$ cat config.mk
export PLATFORM = sky130hd
export DESIGN_NAME = alu_op_sequencer
export DESIGN_NICKNAME = d
export VERILOG_FILES = /design/src/rtl/alu_op_sequencer.sv
export SDC_FILE = /design/constraint.sdc
export NUM_CORES = 1
export LEC_CHECK = 0
export ABC_AREA = 1
export CORE_ASPECT_RATIO = 0.75
export CORE_MARGIN = 4
export CORE_UTILIZATION = 40
export DETAILED_ROUTE_END_ITERATION = 16
export GPL_TIMING_DRIVEN = 0
export PLACE_DENSITY = 0.76
export SLEW_MARGIN = 15
export SYNTH_ARGS = -nofsm -noshare
export SYNTH_HDL_FRONTEND = slang
export SYNTH_SLANG_ARGS = --single-unit
$ cat constraint.sdc
create_clock -name clk -period 3.7 [get_ports clk]
set_clock_uncertainty 0.05 [all_clocks]
set_input_delay 0.74 -clock clk [delete_from_list [all_inputs] [get_ports clk]]
set_output_delay 0.74 -clock clk [all_outputs]
set_load 0.01 [all_outputs]
$ cat src/rtl/alu_op_sequencer.sv
// Multi-cycle ALU control sequencer for one MIPS instruction at a time.
// Optional overflow trap for add/sub/addi enabled by defining ALU_SEQ_OVF_TRAP_EN.
module alu_op_sequencer #(
    parameter logic [5:0] RTYPE_OP = 6'h00
) (
    input  logic        clk,
    input  logic        reset,
    input  logic        instr_valid,
    input  logic [31:0] instr,
    output logic        instr_ready,
    input  logic        zout,
    input  logic        minusign,
    input  logic        overflow,
    output logic [2:0]  gin,
    output logic        alu_src_a,
    output logic [1:0]  alu_src_b,
    output logic        pc_write,
    output logic        pc_src,
    output logic        target_load,
    output logic        reg_write,
    output logic        reg_dst,
    output logic        done,
    output logic        illegal,
    output logic        exc
);
    typedef enum logic [2:0] {IDLE, FETCH, DECODE, EXEC, WB} state_t;

    localparam logic [5:0] OP_ADDI = 6'h08;
    localparam logic [5:0] OP_BEQ  = 6'h04;
    localparam logic [5:0] OP_BLTZ = 6'h01;

    state_t      state, state_next;
    logic [31:0] instr_reg;
    logic        zout_reg, minusign_reg, overflow_reg;

    logic [5:0]  opcode, funct;
    logic [4:0]  rt;
    logic        is_rtype, is_addi, is_beq, is_bltz, rtype_ok, supported, ovf_class, trap;
    logic [2:0]  rtype_gin;

    assign opcode = instr_reg[31:26];
    assign rt     = instr_reg[20:16];
    assign funct  = instr_reg[5:0];

    // Fields not needed for control decode.
    logic unused_fields;
    assign unused_fields = ^{instr_reg[25:21], instr_reg[15:6]};

    always_comb begin
        rtype_ok  = 1'b1;
        rtype_gin = 3'b000;
        case (funct)
            6'h20:   rtype_gin = 3'b010;
            6'h22:   rtype_gin = 3'b110;
            6'h24:   rtype_gin = 3'b000;
            6'h25:   rtype_gin = 3'b001;
            6'h2A:   rtype_gin = 3'b111;
            6'h00:   rtype_gin = 3'b100;
            default: rtype_ok  = 1'b0;
        endcase
    end

    assign is_rtype  = (opcode == RTYPE_OP);
    assign is_addi   = !is_rtype && (opcode == OP_ADDI);
    assign is_beq    = !is_rtype && (opcode == OP_BEQ);
    assign is_bltz   = !is_rtype && (opcode == OP_BLTZ) && (rt == 5'd0);
    assign supported = (is_rtype && rtype_ok) || is_addi || is_beq || is_bltz;
    assign ovf_class = (is_rtype && (funct == 6'h20 || funct == 6'h22)) || is_addi;

`ifdef ALU_SEQ_OVF_TRAP_EN
    assign trap = ovf_class && overflow_reg;
`else
    logic unused_ovf;
    assign unused_ovf = overflow_reg ^ ovf_class;
    assign trap = 1'b0;
`endif

    always_ff @(posedge clk or posedge reset) begin
        if (reset) begin
            state        <= IDLE;
            instr_reg    <= 32'h0;
            zout_reg     <= 1'b0;
            minusign_reg <= 1'b0;
            overflow_reg <= 1'b0;
        end else begin
            state <= state_next;
            if (state == IDLE && instr_valid)
                instr_reg <= instr;
            if (state == EXEC) begin
                zout_reg     <= zout;
                minusign_reg <= minusign;
                overflow_reg <= overflow;
            end
        end
    end

    always_comb begin
        state_next  = state;
        instr_ready = 1'b0;
        gin         = 3'b000;
        alu_src_a   = 1'b0;
        alu_src_b   = 2'b00;
        pc_write    = 1'b0;
        pc_src      = 1'b0;
        target_load = 1'b0;
        reg_write   = 1'b0;
        reg_dst     = 1'b0;
        done        = 1'b0;
        illegal     = 1'b0;
        exc         = 1'b0;
        case (state)
            IDLE: begin
                instr_ready = 1'b1;
                if (instr_valid)
                    state_next = FETCH;
            end
            FETCH: begin
                gin        = 3'b010;
                alu_src_b  = 2'b01;
                pc_write   = 1'b1;
                state_next = DECODE;
            end
            DECODE: begin
                gin         = 3'b010;
                alu_src_b   = 2'b11;
                target_load = 1'b1;
                state_next  = supported ? EXEC : WB;
            end
            EXEC: begin
                alu_src_a  = 1'b1;
                state_next = WB;
                if (is_rtype)
                    gin = rtype_gin;
                else if (is_addi) begin
                    gin       = 3'b010;
                    alu_src_b = 2'b10;
                end else if (is_beq)
                    gin = 3'b110;
                else if (is_bltz)
                    gin = 3'b011;
            end
            WB: begin
                done       = 1'b1;
                state_next = IDLE;
                if (!supported)
                    illegal = 1'b1;
                else if (is_rtype || is_addi) begin
                    reg_write = !trap;
                    reg_dst   = is_rtype;
                    exc       = trap;
                end else if (is_beq) begin
                    pc_write = zout_reg;
                    pc_src   = zout_reg;
                end else begin
                    // bltz: ALU sum is stale on 011, so only the sign flag counts.
                    pc_write = minusign_reg;
                    pc_src   = minusign_reg;
                end
            end
            default: state_next = IDLE;
        endcase
    end
endmodule
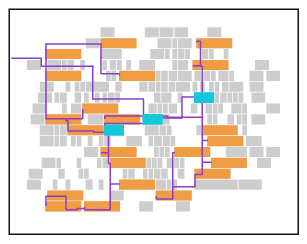
Fig. 1. Routed clock nets over the placement (run 1).
Drawn at 4 px/um.
Key: orange = flip-flops [count 22]; cyan = clock-net drivers [count 3]; purple = clock wires [length 296 um]
There are 4 routed clock nets.
Clk pwr share: 18.6%
Latency at later pin: 0.26 ns

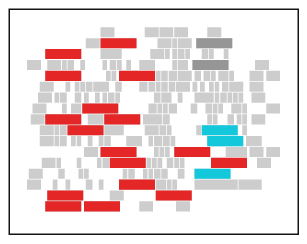
Fig. 2. Sequential cells grouped by signal name (run 1).
Drawn at 4 px/um. Other sequential cells in the stronger grey, the rest of the logic in the fainter grey.
Key: red = instr_reg [flops 17]; cyan = state [flops 3]
sequential share of cell area: 32.52%
FF+latch area: 550.5 um^2
Final Core Density: 57.67%

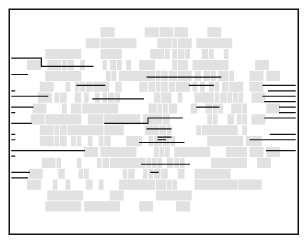
Fig. 3. Signal wires on met3 (run 1).
Drawn at 4 px/um. Cells faint in the background.
The longest straight run is 18.4 um. The layer carries 252 um of wire. The layer holds 9.1% of the routed length. 33 nets have wire on it.
Vias: 1143
GR met3 Demand/Resource: 4.513%
DRT Wirelength: 2.758 mm

[run 1: stage by stage]
step | total power [W] | hold slack (ns) | area [um^2] | instances
6_report | 0.001208 | 0.4764 | 1693 | 233
5_1_grt | 0.001298 | 0.5110 | 1693 | 233
4_1_cts | 0.001221 | 0.4798 | 1693 | 233
3_5_place_dp | 0.0009926 | 0.4662 | 1622 | 229
3_3_place_gp | 0.0009669 | 0.4442 | 1622 | 229
2_1_floorplan | 0.0007943 | 0.4308 | 1224 | 156
[run 1: cells in the final DEF, fill, tap and decap left out, drive strengths merged]
cell type / Yosys / final
conb: 1 / 1
o211ai: 1 / 1
o21ai: 3 / 3
clkbuf: 0 / 3
nand3b: 1 / 1
clkdlybuf4s50: 0 / 35
a21boi: 1 / 1
nand2: 24 / 24
mux2: 2 / 2
inv: 25 / 25
nor3: 5 / 5
buf: 4 / 4
nor2: 32 / 32
o31ai: 1 / 1
a21oi: 16 / 16
nand4: 3 / 3
dfrtp: 22 / 22
bufinv: 0 / 1
nand3: 15 / 15
[run 1: layer usage]
layer / part of all wire [%] / track usage, % / routed length [um] / up-vias
li1: - / - / - / 572
met1: 44 / 17.42 / 1204 / 523
met2: 47 / 25.00 / 1294 / 46
met3: 9.1 / 4.513 / 251 / 2
met4: 0.29 / 2.413 / 8 / 0
met5: 0 / 0 / 0 / -
[run 1: path summary, 6_finish.rpt]
check	to	startpoint	cells after the start	slack, ns
setup / recovery	reg_dst	instr_reg[4]	6	0.90
hold / removal	instr_reg[17]	instr_reg[17]	2	0.48
setup reg to reg	instr_reg[29]	state[0]	5	2.35
hold reg to reg	instr_reg[17]	instr_reg[17]	2	0.48
max in group asynchronous	minusign_reg	reset	2	2.18
min in group asynchronous	instr_reg[18]	reset	2	0.89
[run 1: final cells by class]
cell class / instances / area [um^2] / share of cell area (%)
multi-input cells: 105 / 541.8 / 32.00
inverters: 25 / 93.84 / 5.543
flip-flops and latches: 22 / 550.5 / 32.52
clock inverters: 1 / 30.03 / 1.774
plain buffers: 4 / 37.54 / 2.217
well taps: 38 / 47.55 / 2.809
clock buffers: 3 / 41.29 / 2.439
repair buffers: 35 / 350.3 / 20.69
[run 1: logic make-up (layout without fill, tap and decap cells)]
family / count (synthesis) / count (layout) / share of synthesized area (%)
AND-OR/OR-AND: 22 / 22 / 9.612
buffers and inverters: 29 / 68 / 10.74
flip-flops: 22 / 22 / 44.99
multiplexers: 2 / 2 / 2.454
other: 1 / 1 / 0.3065
AND/OR/NAND/NOR: 80 / 80 / 31.90
[run 1: worst max-delay path, delay by kind of cell, from the launching register on]
| family | cells | cell delay, ns |
|---|---|---|
| AOI/OAI and AO/OA | 1 | 0.15 |
| buffers and inverters | 1 | 0.55 |
| DFF | 1 | 0.45 |
| and+or+nand+nor | 4 | 0.60 |
[run 1: power groups by stage]
stage	sequential (W)	clock, W	combinational, W
after floorplan	0.000433	0	0.000362
after global placement	0.000444	0	0.000523
after detailed placement	0.000452	0	0.000541
after CTS	0.000448	0.000231	0.000542
after global routing	0.000463	0.000238	0.000597
final	0.000449	0.000224	0.000536
==> results.json, run 1 <==
{
  "status": "completed",
  "top_area_cell": "dfrtp_1",
  "port_buffers": 35,
  "p_seq_share_pct": 37.1,
  "syn2layout_area_growth_pct": 38.34,
  "worst_pin_slew_ns": 0.8486,
  "ys_warn_count": 0,
  "finalHoldViolCount": 0,
  "cts_hold_buf": 0,
  "core_um2": 2935,
  "grt_max_degree": 23,
  "holdCritPathClass": "flip-flop to flip-flop",
  "max_slew_margin_pct": 43.36,
  "yosysTopAreaCellShare_pct": 44.99,
  "flop_cell": "dfrtp_1",
  "die_h_um": 55.90,
  "synthDistinctLibCells": 24,
  "routabilityCongestion": 0.8378,
  "finalCritPeriodShare_pct": 75.69,
  "crit_chain": "nor3_2, o211ai_1, nand2_2, nand3_1, nor2_1, clkdlybuf4s50_1",
  "die_w_um": 71.87,
  "yosys_cells": 156,
  "dp_hpwl_mm": 2.166,
  "p_sw_w": 0.0004594,
  "clockBufferDepth": 2,
  "fin_tns_setup_ns": 0,
  "post_cts_buffers": 0,
  "largest_register_ffs": 17,
  "p_per_area_nw_per_um2": 713.8,
  "final_nets": 234,
  "fmax_mhz": 357.1,
  "arrival_ns": 2.01
}
==> run 2: changes to the inputs <==
Settings changed: CORE_UTILIZATION 40 to 38, PLACE_DENSITY 0.76 to 0.75.
Clock period 3.7 ns to 2.3 ns, I/O delays scaled along.
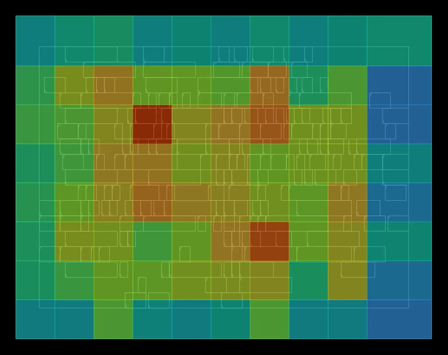
Fig. 4. Track usage over the die (run 2).
Most Used Layer, Global Route: met2
met2 GRT Util: 24.62%

==> results.json, run 2 <==
{
  "finalCritPeriodShare_pct": 95.55,
  "arrival_ns": 1.69,
  "final_cell_mix": "nor2_1, clkdlybuf4s50_1, inv_1, nand2_1, dfrtp_1",
  "p_per_area_nw_per_um2": 1142,
  "design_area_um2": 1772,
  "lay_top_count": "nor2_1",
  "die_w_um": 73.53,
  "p_sw_w": 0.0008020,
  "largest_register_ffs": 17,
  "crit_start": "instr_reg[30]",
  "hold_start": "instr_reg[18]",
  "status": "completed",
  "core_um2": 3020,
  "finalHoldViolCount": 0,
  "fmax_mhz": 455.0,
  "vias": 1146,
  "port_buffers": 35,
  "p_clk_share_pct": 17.6,
  "max_slew_margin_pct": 44.53,
  "ff_latch_area_um2": 553.0,
  "syn2layout_area_growth_pct": 44.79,
  "grt_max_degree": 23,
  "finalWirelength_mm": 2.974,
  "dpl_cell_area_um2": 1622,
  "fin_tns_setup_ns": 0,
  "dp_hpwl_mm": 2.265,
  "synthDistinctLibCells": 24,
  "routabilityCongestion": 0.8287,
  "clockBufferDepth": 2,
  "worst_pin_slew_ns": 0.8311,
  "flop_cell": "dfrtp_1",
  "final_util_pct": 58.66,
  "final_nets": 239,
  "yosysTopAreaCellShare_pct": 44.99,
  "insertion_delay_ns": 0.26,
  "die_h_um": 57.15,
  "power_w": 0.002023
}
run 2: cell counts after synthesis:
No cell type changed its count.
run 2: path summary, 6_finish.rpt:
| check | to | slack, ns | depth (start not counted) |
|---|---|---|---|
| max | reg_write | 0.10 | 7 |
| min | instr_reg[18] | 0.47 | 2 |
| max reg2reg | state[1] | 0.82 | 7 |
| min reg2reg | instr_reg[18] | 0.47 | 2 |
| max in group asynchronous | state[1] | 1.02 | 2 |
| min in group asynchronous | instr_reg[18] | 0.61 | 2 |
run 2: layer usage:
layer | global-route usage (%) | part of all wire [%] | vias up
li1 | - | - | 579
met1 | 20.48 | 45 | 527
met2 | 24.62 | 48 | 38
met3 | 4.225 | 6.6 | 2
met4 | 2.326 | 0.27 | 0
met5 | 0 | 0 | -
run 2: repair_timing:
item / 4_1_cts / 5_1_grt
resized: 9 / 24
pin swaps: 1 / 5
setup buffers: 0 / 5
hold buffers: 0 / 0
setup endpoints to repair: 10 / 10
run 2: critical path, stage by stage (launching register included):
cell and delay (ns):
dfrtp_1 0.42, nor2_4 0.18, nand4_1 0.15, nor2_2 0.17, nand2_2 0.11, nand3_2 0.09
inv_1 0.04, dlygate4sd2_1 0.27
run 2: layout make-up:
type                    count  area share [%]
inverters                  25           5.297
flip-flops and latches     22           31.21
repair buffers             40           21.40
multi-input cells         105           33.26
clock buffers               3           2.331
clock inverters             1           1.695
plain buffers               4           2.119
well taps                  38           2.684
run 2: through the flow:
stage | setup WS (ns) | hold slack, ns
global route | 0.006946 | 0.4941
global placement | 0.1427 | 0.4432
finish | 0.1024 | 0.4694
detailed placement | 0.1139 | 0.4576
floorplan | 0.6181 | 0.3992
CTS | -0.1452 | 0.4712
run 2: kinds of logic after synthesis:
kind of cell    share of synthesized area [%]
flops                                   44.99
simple gates                            31.90
mux                                     2.454
other cells                            0.3065
buf+inv                                 10.74
compound gates                          9.612
run 2: power groups by stage:
stage / Sequential [W] / Combinational (W) / Clock [W]
floorplan: 0.000696 / 0.000582 / 0
CTS: 0.000730 / 0.000890 / 0.000366
finish: 0.000746 / 0.000921 / 0.000356
global route: 0.000770 / 0.00103 / 0.000384
global placement: 0.000714 / 0.000843 / 0
detailed placement: 0.000730 / 0.000877 / 0
Power figures rest on the tool's default switching activity, not on a simulated workload.
